### Placed standard cells, run 1

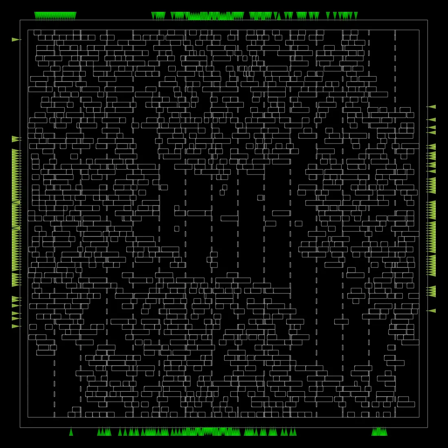
### Placed cells, one colour a class, run 1

Scale: 1 px per um.
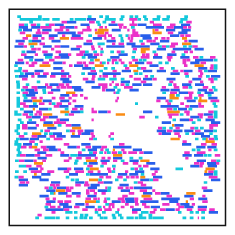
### Wires at chosen ports, followed through buffers, run 1

Scale: 2 px per um.
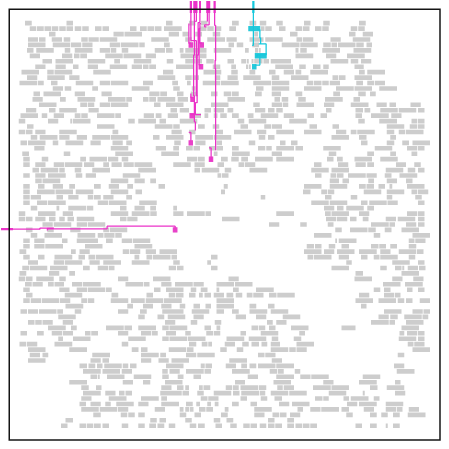
[src/rtl/aes_pkg.sv]
// Shared AES datapath definitions: column/state geometry, unpacker FSM states
// and a column-word extractor used by the column select logic.
package aes_pkg;

   localparam int COL_W    = 32;
   localparam int NUM_COLS = 4;
   localparam int STATE_W  = 128;
   localparam int CNT_W    = 2;

   localparam logic [CNT_W-1:0] LAST_COL = CNT_W'(NUM_COLS - 1);

   typedef enum logic {
      IDLE = 1'b0,
      SEND = 1'b1
   } state_t;

   // Column 0 sits in the most significant word of the state.
   function automatic logic [COL_W-1:0] col_word(input logic [STATE_W-1:0] v,
                                                input logic [CNT_W-1:0]   c);
      col_word = v[STATE_W - 1 - COL_W * int'(c) -: COL_W];
   endfunction

endpackage

[src/rtl/xor_col_sel.sv]
// Column select for the unpacker: picks one state column, optionally XORs the
// matching round-key word, and splits it into bytes (zeroed when not enabled).
module xor_col_sel
   import aes_pkg::*;
#(
   parameter bit KEY_XOR = 1'b1
) (
   input  logic [STATE_W-1:0] data_reg,
   input  logic [STATE_W-1:0] key_reg,
   input  logic [CNT_W-1:0]   col,
   input  logic               en,
   output logic [7:0]         b1,
   output logic [7:0]         b2,
   output logic [7:0]         b3,
   output logic [7:0]         b4
);

   logic [COL_W-1:0] key_mask;
   logic [COL_W-1:0] word;

   // Masking rather than a generate keeps key_reg connected in the pass-through build.
   assign key_mask = {COL_W{KEY_XOR}};
   assign word     = en ? (col_word(data_reg, col) ^ (col_word(key_reg, col) & key_mask))
                        : '0;

   assign {b1, b2, b3, b4} = word;

endmodule

[src/rtl/xor_col_unpack.sv]
// Column-serial unpacker: latches a 128-bit state and round key, then emits
// four key-mixed 32-bit columns, one per output handshake.
//
//   state | meaning
//   ------+-----------------------------------------------------------
//   IDLE  | no block held; in_ready=1, outputs zero
//   SEND  | presenting column col of the held block; out_valid=1
module xor_col_unpack
   import aes_pkg::*;
#(
   parameter bit KEY_XOR = 1'b1,
   parameter int IDX_W   = 3
) (
   input  logic               clk,
   input  logic               reset,
   input  logic               in_valid,
   output logic               in_ready,
   input  logic [STATE_W-1:0] data_in,
   input  logic [STATE_W-1:0] key_in,
   output logic               out_valid,
   input  logic               out_ready,
   output logic [7:0]         out_b1,
   output logic [7:0]         out_b2,
   output logic [7:0]         out_b3,
   output logic [7:0]         out_b4,
   output logic [IDX_W-1:0]   out_col,
   output logic               out_last
);

   state_t             state, state_nxt;
   logic [CNT_W-1:0]   col, col_nxt;
   logic [STATE_W-1:0] data_reg;
   logic [STATE_W-1:0] key_reg;
   logic               sending;
   logic               accept;

   assign sending   = (state == SEND);
   assign in_ready  = (state == IDLE) | (sending & (col == LAST_COL) & out_ready);
   assign accept    = in_valid & in_ready;

   assign out_valid = sending;
   assign out_col   = sending ? IDX_W'(col) : '0;
   assign out_last  = sending & (col == LAST_COL);

   always_ff @(posedge clk or posedge reset) begin
      if (reset) begin
         state    <= IDLE;
         col      <= '0;
         data_reg <= '0;
         key_reg  <= '0;
      end else begin
         state <= state_nxt;
         col   <= col_nxt;
         if (accept) begin
            data_reg <= data_in;
            key_reg  <= key_in;
         end
      end
   end

   always_comb begin
      state_nxt = state;
      col_nxt   = col;
      case (state)
         IDLE: begin
            if (accept) begin
               state_nxt = SEND;
               col_nxt   = '0;
            end
         end
         SEND: begin
            if (out_ready) begin
               if (col != LAST_COL) begin
                  col_nxt = col + CNT_W'(1);
               end else if (accept) begin
                  // Back-to-back block: restart at column 0 with no idle cycle.
                  col_nxt = '0;
               end else begin
                  state_nxt = IDLE;
               end
            end
         end
         default: state_nxt = IDLE;
      endcase
   end

   xor_col_sel #(
      .KEY_XOR (KEY_XOR)
   ) u_sel (
      .data_reg (data_reg),
      .key_reg  (key_reg),
      .col      (col),
      .en       (sending),
      .b1       (out_b1),
      .b2       (out_b2),
      .b3       (out_b3),
      .b4       (out_b4)
   );

endmodule
[config.mk]
export PLATFORM = sky130hd
export DESIGN_NAME = xor_col_unpack
export DESIGN_NICKNAME = d
export VERILOG_FILES = /design/src/rtl/aes_pkg.sv /design/src/rtl/xor_col_sel.sv /design/src/rtl/xor_col_unpack.sv
export SDC_FILE = /design/constraint.sdc
export NUM_CORES = 1
export LEC_CHECK = 0
export CAP_MARGIN = 10
export CORE_MARGIN = 4
export CORE_UTILIZATION = 30
export DETAILED_ROUTE_END_ITERATION = 16
export PLACE_DENSITY_LB_ADDON = 0.12
export SLEW_MARGIN = 5
export SYNTH_ARGS = -nofsm -noshare
export SYNTH_HDL_FRONTEND = slang
export SYNTH_SLANG_ARGS = --single-unit
[constraint.sdc]
create_clock -name clk -period 9.8 [get_ports clk]
set_input_delay 1.47 -clock clk [delete_from_list [all_inputs] [get_ports clk]]
set_output_delay 1.47 -clock clk [all_outputs]
set_load 0.02 [all_outputs]
==> GITHUB_STEP_SUMMARY, run 1 <==
### Flow metrics

| Metric | Value |
|---|---|
| Mapped Area | between 10,000 and 15,000 um2 |
| Critical path class | reg -> out |
| Worst-path clk slew | 0.06 ns |
| Tool warnings | 35 |
| Clock power share | about a fifth |
| Logic pwr share | a little under half |
| Sw Share | 35.3% |
| Worst VDD drop | between 100 and 150 uV |
| Number of cells in Yosys stat | around 800 |
| First-pass GRT wire length | around 52 mm |
| Setup Fix Bufs, Post-CTS | 0 |
| Setup violators final | 0 |
| Hold Buf Count CTS | 0 |
| Die footprint | roughly 46,000 um2 |
| Iteration-0 DRC Markers | 355 |
| Final Power | 6150 uW |
| Outcome | complete, no violations |
| Commonest Layout Cell | clkdlybuf4s50_1 |
| GPL Wtd Cong | about 0.78 |
| Sequential share of the synthesized area | approximately half |
| RSZ-0062 raised after global routing | false |
| Area Overhead vs Synth | 32.9% |
| HP Class | reg -> reg |
| Cts repair resizes | 0 |
| Row cnt | between 70 and 80 |
| Max Freq | 204 MHz |
| Largest net degree at the start of global routing | approximately 160 |
| Vias | slightly above 7,000 |
| Final net count | 1,355 |
| Layout Skew | ~0.0064 ns |
| Syn_nets | around 1,100 |
| Actual slew at the worst max-slew pin | around 1.1 ns |
| Static leakage | 0.00803 uW |
| Core Region | 42,000 um2 |
| Setup TNS | 0 ns |
| Arr. time, crit path | ~3.4 ns |
| Depth of the worst register-to-register path | 5 |
About 'Placed standard cells':
fin util: 40.5%
Seq area share: 38.1%

About 'Placed cells, one colour a class':
class	colour	cells
registers	blue	259
remaining buffers and delay cells	cyan	302
clock drivers and dummy loads	orange	56
remaining logic cells	magenta	500

About 'Wires at chosen ports, followed through buffers':
port	colour	bits	direction	edge	end cells	buffers	wire
`out_b1`	magenta	8	output	7 top, 1 left	8	8	406 um
`out_ready`	cyan	1	input	top	4	1	49.0 um

## run 1: power groups by stage
stage	sequential [uW]	combinational, uW	clock, uW
after global placement	2030	2950	0
after global routing	2090	3130	1300
after floorplan	1930	2020	0
after detailed placement	2040	2950	0
after CTS	2030	2970	1260
final	2020	2920	1210
## run 1: synth_stat cells, drive strengths merged
library cell / n / share of area (%)
xor2: 128 / 8.7
a21oi: 1 / 0.039
a22o: 2 / 0.14
and2: 2 / 0.098
inv: 5 / 0.15
mux2: 256 / 28
nand2b: 2 / 0.098
a21bo: 1 / 0.13
ha: 1 / 0.098
o22ai: 33 / 1.6
conb: 1 / 0.029
nand2: 3 / 0.21
clkbuf: 7 / 0.21
mux2i: 65 / 5.1
dfrtp: 259 / 51
buf: 36 / 4.4
## run 1: metrics by stage
stage,cell area [um2],worst slack [ns]
after global routing,17000,4.76
after global placement,15900,5.45
after CTS,17000,4.82
after detailed placement,15900,5.44
after floorplan,12800,1.20
final,17000,4.89
## run 1: worst reg2reg max path, stage by stage, from the launching register on
cell	delay [ns]
dfrtp_4	0.62
ha_1	0.31
a21bo_4	0.26
nand2_8	0.59
buf_12	0.87
mux2_2	0.53
## run 1: layout make-up
| type | instances | area, um2 | area share, % |
|---|---|---|---|
| sequential | 259 | 6480 | 38.1 |
| timing repair buffer | 302 | 3030 | 17.8 |
| tap | 539 | 674 | 3.96 |
| antenna | 4 | 10.0 | 0.0588 |
| multi-input combinational | 495 | 5720 | 33.6 |
| inverter | 5 | 26.3 | 0.154 |
| clock buffer | 44 | 905 | 5.31 |
| clock inverter | 12 | 171 | 1.01 |
## run 1: kinds of logic after synthesis
logic type                 count (synthesis)  share of synthesized area [%]
buffers and inverters                     48                           4.78
DFF                                      259                           50.6
other                                      1                         0.0293
and+or+nand+nor                            7                          0.410
adders and majority gates                  1                         0.0976
muxes                                    321                           33.4
xor gates and xnor gates                 128                           8.75
AOI/OAI and AO/OA                         37                           1.91
## run 1: final timing paths
kind                                 to   startpoint  slack [ns]
max                           out_b2[0]       col[0]        4.89
min                         key_reg[84]  key_reg[84]        0.52
max reg2reg                key_reg[119]       col[0]        6.51
min reg2reg                 key_reg[84]  key_reg[84]        0.52
max in group asynchronous        col[0]        reset        6.83
min in group asynchronous    key_reg[3]        reset        1.40
## run 1: metal layers
metal	up-vias	global-route usage, %	wire length, um
li1	3402	-	-
met1	3632	21.0	16400
met2	175	22.5	15600
met3	50	4.35	2210
met4	6	3.16	667
met5	-	0	42
## Run 2: what changed since run 1
- clock period: 9.8 -> 5 ns (I/O delays scaled with it)
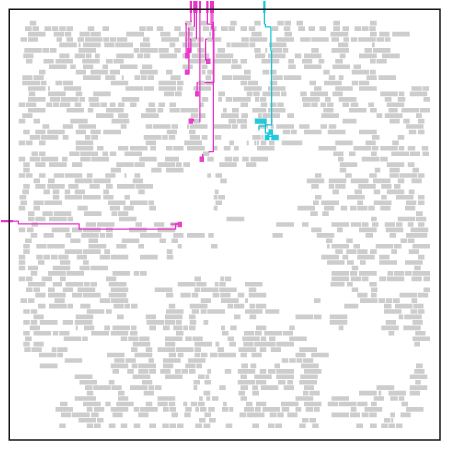
*Wires at chosen ports, followed through buffers, run 2*
Scale: 2 px per um.
port	colour	bits	direction	edge	end cells	buffers	wire
`out_b1`	magenta	8	output	7 top, 1 left	8	8	384 um
`out_ready`	cyan	1	input	top	4	1	85.4 um

==> run 2 against run 1 <==
  * Sequential power is 100% higher
  * Critical path depth stayed put
  * Clock skew is 0.0042 ns higher
  * Final cell count is 0.60% higher
  * Final area is 1.1% higher
  * Count of clock-buffer cells in the layout is 7 higher
  * Worst hold slack better by 0.0022 ns
  * Power is 99% higher
  * First-iteration DRC count is 6.8% lower
  * Register-to-register slack worse by 4.8 ns
  * Synthesized cell count stayed put
  * Combinational power is 93% higher
==> GITHUB_STEP_SUMMARY, run 2 <==
### Flow metrics

| Metric | Value |
|---|---|
| Outcome | complete, no violations |
| Sw Share | about a third |
| Layout Skew | 0.0105 ns |
| Actual slew at the worst max-slew pin | 0.999 ns |
| Iteration-0 DRC Markers | between 300 and 400 |
| Arr. time, crit path | between 3 and 4 ns |
| Biggest area cells | dfrtp_1 (51%), mux2_4 (23%), xor2_1 (8.7%), mux2i_1 (5.1%), mux2_2 (4.9%) |
| Top post-synthesis cells by count | dfrtp_1 (259), mux2_4 (200), xor2_1 (128) |
| Pre-CTS WS | 1.66 ns |
| Sequential share of the synthesized area | 50.6% |
| Vias | 7,191 |
| Final WS setup | ~1.1 ns |
| Static leakage | about 0.0081 uW |
| Commonest Layout Cell | clkdlybuf4s50_1 |
| Flip-flops with a built-in enable | 0 |
| FF/Latch Area | between 6000 and 7000 um2 |
| Critical path class | reg -> out |
| Largest net degree at the start of global routing | 105 |
| Worst-path clk slew | ~0.06 ns |
| Ys async rst share | 100% |
| Final net count | between 1,000 and 1,500 |
| Mapped Area | 12,800 um2 |
-- run 2: cell counts after synthesis --
Identical to the previous run, type by type.
-- run 2: stage by stage --
step	area, um2	power, uW	instances	hold WS [ns]	util [%]
global placement	16000	9750	1607	0.508	38.1
global route	17200	13000	1670	0.532	40.9
finish	17200	12200	1670	0.524	40.9
floorplan	12800	7740	802	0.499	-
CTS	17200	12400	1667	0.527	40.9
detailed placement	16000	9770	1607	0.514	38.1
-- run 2: path summary, 6_finish.rpt --
kind / startpoint / to / slack, ns / cells after the start
setup / recovery: col[0] / out_b4[4] / 1.14 / 4
hold / removal: key_reg[91] / key_reg[91] / 0.52 / 1
setup reg to reg: col[0] / key_reg[111] / 1.76 / 5
hold reg to reg: key_reg[91] / key_reg[91] / 0.52 / 1
max in group asynchronous: reset / col[0] / 3.21 / 3
min in group asynchronous: reset / key_reg[104] / 0.70 / 2
-- run 2: area by class of cell --
cell class | count | share of cell area, %
well taps | 539 | 3.92
inverters | 5 | 0.131
flip-flops and latches | 259 | 37.7
repair buffers | 309 | 18.1
diodes | 3 | 0.0436
clock inverters | 9 | 0.858
clock buffers | 51 | 5.98
multi-input cells | 495 | 33.2
-- run 2: power groups by stage --
| stage | sequential [uW] | combinational [uW] | clock, uW |
|---|---|---|---|
| global route | 4190 | 6050 | 2730 |
| floorplan | 3780 | 3970 | 0 |
| finish | 4040 | 5630 | 2550 |
| detailed placement | 4080 | 5690 | 0 |
| global placement | 4060 | 5690 | 0 |
| CTS | 4060 | 5720 | 2660 |
-- run 2: cells by family (layout without fill, tap and decap cells) --
group,count (synthesis),after routing,synth area share (%)
multiplexers,321,321,33.4
flip-flops,259,259,50.6
adder cells (fa/ha/maj),1,1,0.0976
other,1,4,0.0293
AND-OR/OR-AND,37,37,1.91
AND/OR/NAND/NOR,7,7,0.410
XOR/XNOR,128,128,8.75
buffers and inverters,48,374,4.78
-- run 2: worst max-delay path, stage by stage (launching register included) --
cell             delay, ns
dfrtp_4               1.06
buf_4                 0.47
mux2i_1               0.14
o22ai_1               0.21
clkdlybuf4s50_1       0.64
-- run 2: layer usage --
layer	up-vias	track usage, %	share of wire, %	routed length [um]
met2	177	21.6	43	15000
met4	2	5.17	2.2	764
li1	3430	-	-	-
met5	-	0	0.020	7
met3	51	4.18	5.8	2000
met1	3531	21.3	49	16900
## Run 3: what changed since run 2
- clock period: 5 -> 3.4 ns (I/O delays scaled with it)
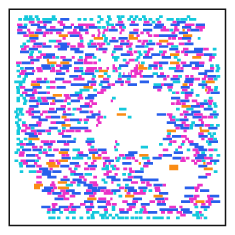
*Placed cells, one colour a class, run 3*
Scale: 1 px per um.
class	colour	cells
clock drivers and dummy loads	orange	55
remaining buffers and delay cells	cyan	323
registers	blue	259
remaining logic cells	magenta	500

==> run 3 against run 2 <==
  * Global-route usage is 0.30 points higher
  * Sequential share of layout area is 0.27 points lower
  * Via count is 0.95% higher
  * Core utilization is 0.29 points higher
  * Final area is 0.71% higher
  * Clock skew is 0.0019 ns higher
  * Synthesized cell count stayed put
  * Critical path depth stayed put
  * Largest power group unchanged
==> GITHUB_STEP_SUMMARY, run 3 <==
### Flow metrics

| Metric | Value |
|---|---|
| GR met2 Demand/Resource | between 20 and 25% |
| CP peak stage delay | between 0.6 and 0.7 ns |
| First-pass GRT wire length | between 50 and 60 mm |
| Max Freq | 309 MHz |
| Worst VDD drop | between 300 and 400 uV |
| GR peak layer | met1 |
| Met1 usage | about 22% |
| Worst-path clk slew | approximately 0.060 ns |
| Count leader, synth | dfrtp_1 |
| Reg2Reg Setup Slack | 0.87 ns |
| Simple-Gate Area Share | less than 1% |
| Syn_nets | approximately 1,100 |
| Critical-path cell list | buf_12, mux2i_1, o22ai_1, clkdlybuf4s50_1 |
| Sequential share of the synthesized area | around 51% |
| Buffers plus inverters on the worst setup path | 2 |
| Critical path class | reg -> out |
| Depth of the worst register-to-register path | 5 |
| Worst Min Path Start | data_reg[9] |
| Ys async rst share | 100% |
| Layout Skew | about 0.012 ns |
| Adder-cell area share of the yosys netlist | 0.0976% |
| Mapped Area | 12,800 um2 |
| Outcome | complete, no violations |
| Hold Crit Endpoint | data_reg[9] |
| XOR/XNOR Area Share | 8.75% |
| Core Region | approximately 42,000 um2 |
| Iteration-0 DRC Markers | between 300 and 400 |
| Commonest Layout Cell | clkdlybuf4s50_1 |
| Biggest area cells | dfrtp_1 (51%), mux2_4 (23%), xor2_1 (8.7%), mux2i_1 (5.1%), mux2_2 (4.9%) |
| Worst r2r src | col[0] |
| Static leakage | 0.00819 uW |
| Vias | just over 7,000 |
| Final WS setup | approximately 0.16 ns |
| Max-area cell share | between 50% and 60% |
| HP Class | reg -> reg |
| Largest net degree at the start of global routing | between 40 and 50 |
| GPL Wtd Cong | 0.786 |
| Main logic family after synthesis | multiplexers |
| Synth area leader | dfrtp_1 |
| Met3 GRT Util | around 4% |
==> run 3: logic make-up after synthesis <==
group | after synthesis
multiplexers | 321
flip-flops | 259
XOR/XNOR | 128
buffers and inverters | 48
AND-OR/OR-AND | 37
AND/OR/NAND/NOR | 7
adder cells (fa/ha/maj) | 1
other | 1
==> run 3: final cells by class <==
type	instances	area [um2]	area share (%)
inverters	5	22.5	0.130
repair buffers	323	3310	19.1
multi-input cells	495	5720	33.0
flip-flops and latches	259	6480	37.4
diodes	2	5.00	0.0289
well taps	539	674	3.89
clock inverters	5	88.8	0.513
clock buffers	50	1020	5.91
==> run 3: worst max path at each step <==
stage,from,endpoint,slack (ns),cells after the start
after detailed placement,col[0],out_b3[5],0.57,4
after CTS,col[0],out_b3[5],0.13,4
after global routing,col[0],out_b3[5],0.08,4
final,col[0],out_b3[4],0.16,4
after global placement,col[0],out_b3[5],0.63,4
after floorplan,reset,col[0],-0.52,1
==> run 3: per-layer routing <==
layer  vias up  wire, um
li1       3441         -
met1      3572     17300
met2       182     15200
met3        58      1860
met4         6       937
met5         -        51
==> run 3: metrics by stage <==
stage / area [um2] / hold slack, ns
2_1_floorplan: 12800 / 0.499
3_3_place_gp: 16200 / 0.508
3_5_place_dp: 16200 / 0.513
4_1_cts: 17300 / 0.526
5_1_grt: 17300 / 0.534
6_report: 17300 / 0.523
==> run 3: worst register-to-register path, delay by kind of cell (launching register included) <==
| family | cells | cell delay, ns |
|---|---|---|
| flops | 1 | 0.62 |
| mux | 1 | 0.38 |
| compound gates | 1 | 0.26 |
| buf+inv | 1 | 0.42 |
| simple gates | 1 | 0.42 |
| fa+ha+maj | 1 | 0.31 |
==> run 3: where the power goes <==
group | switching [uW] | internal (uW) | total [uW]
Sequential | 1160 | 4670 | 5830
Clock | 1360 | 2230 | 3590
Combinational | 3760 | 4710 | 8470
Total | 6280 | 11600 | 17900
==> run 3: repair_timing <==
item                                    CTS  global route
setup buffers                             1             0
endpoints found under the setup margin    1             0
hold buffers                              0             0
Power and IR drop assume default switching activity.
